==> images/clk_routes.png <==
Scale bar: 20 um.
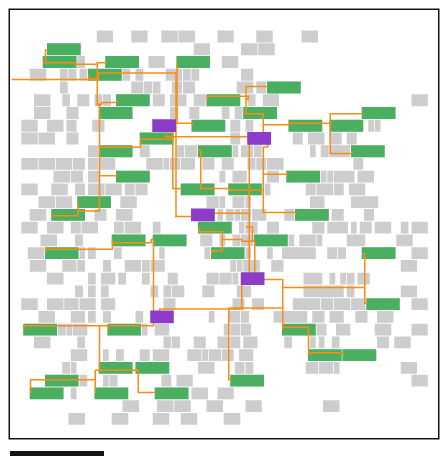
==> images/logic_types.png <==
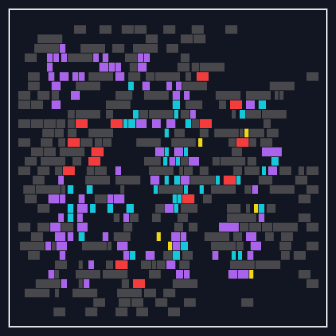
File: src/rtl/alu_op_sequencer.sv
// alu_op_sequencer: issues one 6502 arithmetic/logic op to the shared ALU and returns result + {N,V,Z,C}.
// Optional decimal adjust for ADC/SBC is compiled in when BCD_ADJUST_EN is defined.
module alu_op_sequencer #(
  parameter int DATA_W   = 8,
  parameter int WAIT_MAX = 4
) (
  input  logic              phi2,
  input  logic              reset_n,
  input  logic              req_valid,
  output logic              req_ready,
  input  logic [3:0]        req_op,
  input  logic [DATA_W-1:0] req_a,
  input  logic [DATA_W-1:0] req_b,
  input  logic              req_c,
  input  logic              req_v,
  input  logic              req_dec,
  output logic [DATA_W-1:0] alu_a,
  output logic [DATA_W-1:0] alu_b,
  output logic [4:0]        alu_func,
  output logic              alu_carry_in,
  input  logic [DATA_W-1:0] alu_add,
  input  logic              alu_wout,
  input  logic              alu_carry_out,
  output logic              rsp_valid,
  input  logic              rsp_ready,
  output logic [DATA_W-1:0] rsp_result,
  output logic [3:0]        rsp_flags,
  output logic              rsp_err,
  output logic [2:0]        dbg_state
);

  // Handshakes: a transfer happens on the phi2 edge where valid && ready are both high;
  // the producer holds valid and its payload stable until that edge.

  localparam int MSB   = DATA_W - 1;
  localparam int CNT_W = $clog2(WAIT_MAX + 1);
  localparam logic [CNT_W-1:0] CNT_LAST = CNT_W'(WAIT_MAX - 1);

  // Function codes matching the ALU's decode.
  localparam logic [4:0] FUNC_SUM  = 5'h00;
  localparam logic [4:0] FUNC_AND  = 5'h01;
  localparam logic [4:0] FUNC_OR   = 5'h02;
  localparam logic [4:0] FUNC_XOR  = 5'h03;
  localparam logic [4:0] FUNC_IDLE = 5'h1F;

  localparam logic [3:0] OP_ADC = 4'd0;
  localparam logic [3:0] OP_SBC = 4'd1;
  localparam logic [3:0] OP_AND = 4'd2;
  localparam logic [3:0] OP_ORA = 4'd3;
  localparam logic [3:0] OP_EOR = 4'd4;
  localparam logic [3:0] OP_CMP = 4'd5;
  localparam logic [3:0] OP_ASL = 4'd6;
  localparam logic [3:0] OP_ROL = 4'd7;
  localparam logic [3:0] OP_LSR = 4'd8;
  localparam logic [3:0] OP_ROR = 4'd9;
  localparam logic [3:0] OP_INC = 4'd10;
  localparam logic [3:0] OP_DEC = 4'd11;

  typedef enum logic [2:0] {
    ST_IDLE  = 3'd0,
    ST_ISSUE = 3'd1,
    ST_WAIT  = 3'd2,
`ifdef BCD_ADJUST_EN
    ST_ADJ   = 3'd3,
`endif
    ST_DONE  = 3'd4
  } state_t;

  state_t            state_q, state_d;
  logic [3:0]        op_q, op_d;
  logic              c_q, c_d;
  logic              v_q, v_d;
  logic [DATA_W-1:0] alu_a_q, alu_a_d;
  logic [DATA_W-1:0] alu_b_q, alu_b_d;
  logic [4:0]        alu_func_q, alu_func_d;
  logic              alu_cin_q, alu_cin_d;
  logic [CNT_W-1:0]  cnt_q, cnt_d;
  logic              rsp_valid_q, rsp_valid_d;
  logic [DATA_W-1:0] rsp_result_q, rsp_result_d;
  logic [3:0]        rsp_flags_q, rsp_flags_d;
  logic              rsp_err_q, rsp_err_d;

  logic [DATA_W-1:0] iss_b;
  logic [4:0]        iss_func;
  logic              iss_cin;
  logic [DATA_W-1:0] shift_res;
  logic              is_arith;
  logic              cap_c;
  logic              cap_v;

`ifdef BCD_ADJUST_EN
  logic              dec_q, dec_d;
  logic [DATA_W-1:0] bin_res_q, bin_res_d;
  logic              bin_c_q, bin_c_d;
  logic              bcd_half;
  logic [DATA_W:0]   bcd_lo;
  logic [DATA_W-1:0] bcd_hi;
  logic              bcd_c;
  logic              bcd_v;
`else
  logic              unused_dec;
  assign unused_dec = req_dec;
`endif

  // Operand/function selection for the single ALU issue, taken straight from the request.
  always_comb begin
    iss_b    = req_b;
    iss_func = FUNC_SUM;
    iss_cin  = req_c;
    case (req_op)
      OP_ADC: ;
      OP_SBC: iss_b = ~req_b;
      OP_CMP: begin
        iss_b   = ~req_b;
        iss_cin = 1'b1;
      end
      OP_AND: begin
        iss_func = FUNC_AND;
        iss_cin  = 1'b0;
      end
      OP_ORA: begin
        iss_func = FUNC_OR;
        iss_cin  = 1'b0;
      end
      OP_EOR: begin
        iss_func = FUNC_XOR;
        iss_cin  = 1'b0;
      end
      OP_ASL: begin
        iss_b   = req_a;
        iss_cin = 1'b0;
      end
      OP_ROL: iss_b = req_a;
      OP_INC: begin
        iss_b   = '0;
        iss_cin = 1'b1;
      end
      OP_DEC: begin
        iss_b   = '1;
        iss_cin = 1'b0;
      end
      default: ;
    endcase
  end

  // The ALU has no right-shift path, so LSR/ROR are formed here.
  assign shift_res = {(req_op == OP_ROR) & req_c, req_a[DATA_W-1:1]};

  assign is_arith = (op_q == OP_ADC) || (op_q == OP_SBC);
  assign cap_c    = (is_arith || op_q == OP_CMP || op_q == OP_ASL || op_q == OP_ROL)
                    ? alu_carry_out : c_q;
  // alu_b_q already holds the inverted operand for SBC, so one overflow rule covers both.
  assign cap_v    = is_arith
                    ? ((alu_a_q[MSB] == alu_b_q[MSB]) && (alu_add[MSB] != alu_a_q[MSB]))
                    : v_q;

`ifdef BCD_ADJUST_EN
  always_comb begin
    bcd_half = alu_a_q[4] ^ alu_b_q[4] ^ bin_res_q[4];
    bcd_lo   = {1'b0, bin_res_q};
    bcd_c    = bin_c_q;
    if (op_q == OP_ADC) begin
      if ((bin_res_q[3:0] > 4'd9) || bcd_half) bcd_lo = bcd_lo + (DATA_W+1)'(6);
      bcd_c  = bin_c_q || bcd_lo[DATA_W] || (bcd_lo[7:4] > 4'd9);
      bcd_hi = bcd_c ? bcd_lo[DATA_W-1:0] + DATA_W'(8'h60) : bcd_lo[DATA_W-1:0];
    end else begin
      // A clear half-carry / carry after the binary subtract means that digit borrowed.
      if (!bcd_half) bcd_lo = bcd_lo - (DATA_W+1)'(6);
      bcd_hi = bin_c_q ? bcd_lo[DATA_W-1:0] : bcd_lo[DATA_W-1:0] - DATA_W'(8'h60);
    end
    bcd_v = (alu_a_q[MSB] == alu_b_q[MSB]) && (bin_res_q[MSB] != alu_a_q[MSB]);
  end
`endif

  always_comb begin
    state_d      = state_q;
    op_d         = op_q;
    c_d          = c_q;
    v_d          = v_q;
    alu_a_d      = alu_a_q;
    alu_b_d      = alu_b_q;
    alu_func_d   = alu_func_q;
    alu_cin_d    = alu_cin_q;
    cnt_d        = cnt_q;
    rsp_valid_d  = rsp_valid_q;
    rsp_result_d = rsp_result_q;
    rsp_flags_d  = rsp_flags_q;
    rsp_err_d    = rsp_err_q;
`ifdef BCD_ADJUST_EN
    dec_d        = dec_q;
    bin_res_d    = bin_res_q;
    bin_c_d      = bin_c_q;
`endif
    case (state_q)
      ST_IDLE: begin
        if (req_valid) begin
          op_d = req_op;
          c_d  = req_c;
          v_d  = req_v;
`ifdef BCD_ADJUST_EN
          dec_d = req_dec;
`endif
          if (req_op > OP_DEC) begin
            state_d      = ST_DONE;
            rsp_valid_d  = 1'b1;
            rsp_err_d    = 1'b1;
            rsp_result_d = '0;
            rsp_flags_d  = {1'b0, req_v, 1'b0, req_c};
          end else if (req_op == OP_LSR || req_op == OP_ROR) begin
            state_d      = ST_DONE;
            rsp_valid_d  = 1'b1;
            rsp_err_d    = 1'b0;
            rsp_result_d = shift_res;
            rsp_flags_d  = {shift_res[MSB], req_v, ~|shift_res, req_a[0]};
          end else begin
            // ALU outputs are registered, so they are loaded here to be valid during ISSUE.
            state_d    = ST_ISSUE;
            alu_a_d    = req_a;
            alu_b_d    = iss_b;
            alu_func_d = iss_func;
            alu_cin_d  = iss_cin;
          end
        end
      end
      ST_ISSUE: begin
        state_d    = ST_WAIT;
        alu_func_d = FUNC_IDLE;
        cnt_d      = '0;
      end
      ST_WAIT: begin
        if (alu_wout) begin
          state_d      = ST_DONE;
          rsp_valid_d  = 1'b1;
          rsp_err_d    = 1'b0;
          rsp_result_d = alu_add;
          rsp_flags_d  = {alu_add[MSB], cap_v, ~|alu_add, cap_c};
`ifdef BCD_ADJUST_EN
          bin_res_d = alu_add;
          bin_c_d   = alu_carry_out;
          if (dec_q && is_arith) begin
            state_d     = ST_ADJ;
            rsp_valid_d = 1'b0;
          end
`endif
        end else if (cnt_q == CNT_LAST) begin
          state_d      = ST_DONE;
          rsp_valid_d  = 1'b1;
          rsp_err_d    = 1'b1;
          rsp_result_d = '0;
          rsp_flags_d  = {1'b0, v_q, 1'b0, c_q};
        end else begin
          cnt_d = cnt_q + 1'b1;
        end
      end
`ifdef BCD_ADJUST_EN
      ST_ADJ: begin
        state_d      = ST_DONE;
        rsp_valid_d  = 1'b1;
        rsp_err_d    = 1'b0;
        rsp_result_d = bcd_hi;
        rsp_flags_d  = {bcd_hi[MSB], bcd_v, ~|bcd_hi, bcd_c};
      end
`endif
      ST_DONE: begin
        if (rsp_ready) begin
          state_d     = ST_IDLE;
          rsp_valid_d = 1'b0;
        end
      end
      default: state_d = ST_IDLE;
    endcase
  end

  always_ff @(posedge phi2) begin
    if (!reset_n) begin
      state_q      <= ST_IDLE;
      op_q         <= '0;
      c_q          <= 1'b0;
      v_q          <= 1'b0;
      alu_a_q      <= '0;
      alu_b_q      <= '0;
      alu_func_q   <= FUNC_IDLE;
      alu_cin_q    <= 1'b0;
      cnt_q        <= '0;
      rsp_valid_q  <= 1'b0;
      rsp_result_q <= '0;
      rsp_flags_q  <= '0;
      rsp_err_q    <= 1'b0;
`ifdef BCD_ADJUST_EN
      dec_q        <= 1'b0;
      bin_res_q    <= '0;
      bin_c_q      <= 1'b0;
`endif
    end else begin
      state_q      <= state_d;
      op_q         <= op_d;
      c_q          <= c_d;
      v_q          <= v_d;
      alu_a_q      <= alu_a_d;
      alu_b_q      <= alu_b_d;
      alu_func_q   <= alu_func_d;
      alu_cin_q    <= alu_cin_d;
      cnt_q        <= cnt_d;
      rsp_valid_q  <= rsp_valid_d;
      rsp_result_q <= rsp_result_d;
      rsp_flags_q  <= rsp_flags_d;
      rsp_err_q    <= rsp_err_d;
`ifdef BCD_ADJUST_EN
      dec_q        <= dec_d;
      bin_res_q    <= bin_res_d;
      bin_c_q      <= bin_c_d;
`endif
    end
  end

  assign req_ready    = (state_q == ST_IDLE);
  assign alu_a        = alu_a_q;
  assign alu_b        = alu_b_q;
  assign alu_func     = alu_func_q;
  assign alu_carry_in = alu_cin_q;
  assign rsp_valid    = rsp_valid_q;
  assign rsp_result   = rsp_result_q;
  assign rsp_flags    = rsp_flags_q;
  assign rsp_err      = rsp_err_q;
  assign dbg_state    = state_q;

endmodule

File: config.mk
export PLATFORM = sky130hd
export DESIGN_NAME = alu_op_sequencer
export DESIGN_NICKNAME = d
export VERILOG_FILES = /design/src/rtl/alu_op_sequencer.sv
export SDC_FILE = /design/constraint.sdc
export NUM_CORES = 1
export LEC_CHECK = 0
export CORE_MARGIN = 2
export CORE_UTILIZATION = 30
export DETAILED_ROUTE_END_ITERATION = 10
export HOLD_SLACK_MARGIN = 0.02
export PLACE_DENSITY_LB_ADDON = 0.15
export SYNTH_ARGS = -nofsm -noshare
export SYNTH_HDL_FRONTEND = slang
export SYNTH_SLANG_ARGS = --single-unit
File: constraint.sdc
create_clock -name phi2 -period 2.1 [get_ports phi2]
set_input_delay 0.315 -clock phi2 [delete_from_list [all_inputs] [get_ports phi2]]
set_output_delay 0.315 -clock phi2 [all_outputs]
set_load 0.02 [all_outputs]
==> results.ini <==
[synthesis]
synth_warnings=0
synthCells=262
synth_cell_types=50
ys_area_mm2=0.00229
yosys_cells=262
syn_avg_cell_area_um2=8.73
fp_nets=301

[clock_network]
cts_max_path_buffers=2
cts_root_buf=clkbuf_8
postCtsSetupRepairBufs=0
cts_hold_buf=0
numCtsBuffers=5
clk_pin_slew_ns=0.09

[placement]
dp.cells=441

[final_layout]
drive_gt1_share_pct=12.6
n_antenna_cell=0
seq_area_um2=901
fin_area_mm2=0.00334
clock_buffers=5
seq_share_pct=27.0
buffer_area_share_pct=28.8
clk_share_pct=2.58
largest_class=combinational gates
num-nets-final=388

[floorplan]
taps=99
rows=31
chipArea_mm2=0.00834
initial_core_util_pct=31.2
die_y_um=91.3

[power]
comb-power_mw=0.602
power_sequential_mw=0.960
p_seq_share_pct=45.3
total_power_mw=2.12
power_density_mw_per_mm2=634
sw_frac_of_total_pct=31.4

[worst_setup_path]
required_ns=1.78
path_depth=3
r2r-end=cnt_q[0]
cp_slowest_cell=clkdlybuf4s50_1

[sta]
slew_headroom_pct=53.2
setup_slack_ns=0.108
setup_viol=0
period_minus_slack_ns=1.99
worst_pin_slew_ns=0.703
rsz0062_at_grt=no

[grt]
grt-ovfl-total=0
grt_max_degree=46
grt_use_total_pct=15.9

[route]
vias_per_cell=5.01

[outcome]
status=complete, no violations

Notes on clk_routes.png above:
[clock wires] orange | length: 655 um
[flip-flops] green | count: 45
[clock drivers] purple | count: 5
flops lie: widely spread
routed clock nets: 6
Clock power frac: 26.3%
Layout Skew: 0.00559 ns
clk_lat worst skew: 0.30 ns

Notes on logic_types.png above:
[nand cells] cyan | cells: 40 | most used: nand2_1
[aoi and oai cells] purple | cells: 81 | most used: o21ai_0
[inv cells] yellow | cells: 6 | most used: inv_1
[mux cells] red | cells: 14 | most used: mux2i_1
most frequent logic cell in the layout: clkdlybuf4s50_1
multi-input combinational area share: 37.3%

[worst reg2reg max path: stages (launching register included)]
cell	delay (ns)
dfxtp_1	0.33
ha_1	0.20
ha_1	0.18
or4b_2	0.65
a21oi_4	0.22
mux2i_1	0.20
nor2b_1	0.06
[cells in the final DEF (no fill, tap or decap), types with 3 or more instances in the layout]
| cell type | instances |
|---|---|
| clkdlybuf4s50_1 | 75 |
| nand2_1 | 19 |
| a21boi_0 | 6 |
| o21ai_1 | 3 |
| nor4_1 | 3 |
| a22oi_1 | 8 |
| and2_1 | 3 |
| o21ai_0 | 30 |
| a21oi_1 | 9 |
| nor2_1 | 15 |
| o211ai_1 | 3 |
| mux2i_1 | 14 |
| a31oi_1 | 4 |
| nand3_1 | 14 |
| inv_1 | 5 |
| a221oi_1 | 8 |
| dfxtp_1 | 45 |
| buf_4 | 23 |
| clkbuf_8 | 5 |
| nor2b_1 | 13 |
| nand2b_1 | 7 |
[metal layers]
layer,global-route usage [%],wire [um]
met4,4.80,95
met2,25.1,2930
met1,21.2,3220
met3,4.40,317
met5,0,0
[cells by family after synthesis]
logic type,share of synthesized area [%]
AOI/OAI and AO/OA,24.9
muxes,6.13
and+or+nand+nor,21.5
adders and majority gates,1.09
xor gates and xnor gates,0.766
buffers and inverters,6.18
DFF,39.4
[cell usage after synthesis (all sizes together) (2+ instances only)]
master,count
inv,5
nor2,16
nand3,14
nand2,19
mux2i,14
nor4b,2
nor4,3
a22oi,8
a221oi,8
and2,3
nor3b,3
ha,2
or4b,2
a21boi,8
o211ai,3
dfxtp,45
nand2b,7
nor2b,13
o21ai,33
a21oi,11
clkbuf,7
a311oi,2
or3b,2
buf,13
a31oi,4
Power and IR drop assume default switching activity.
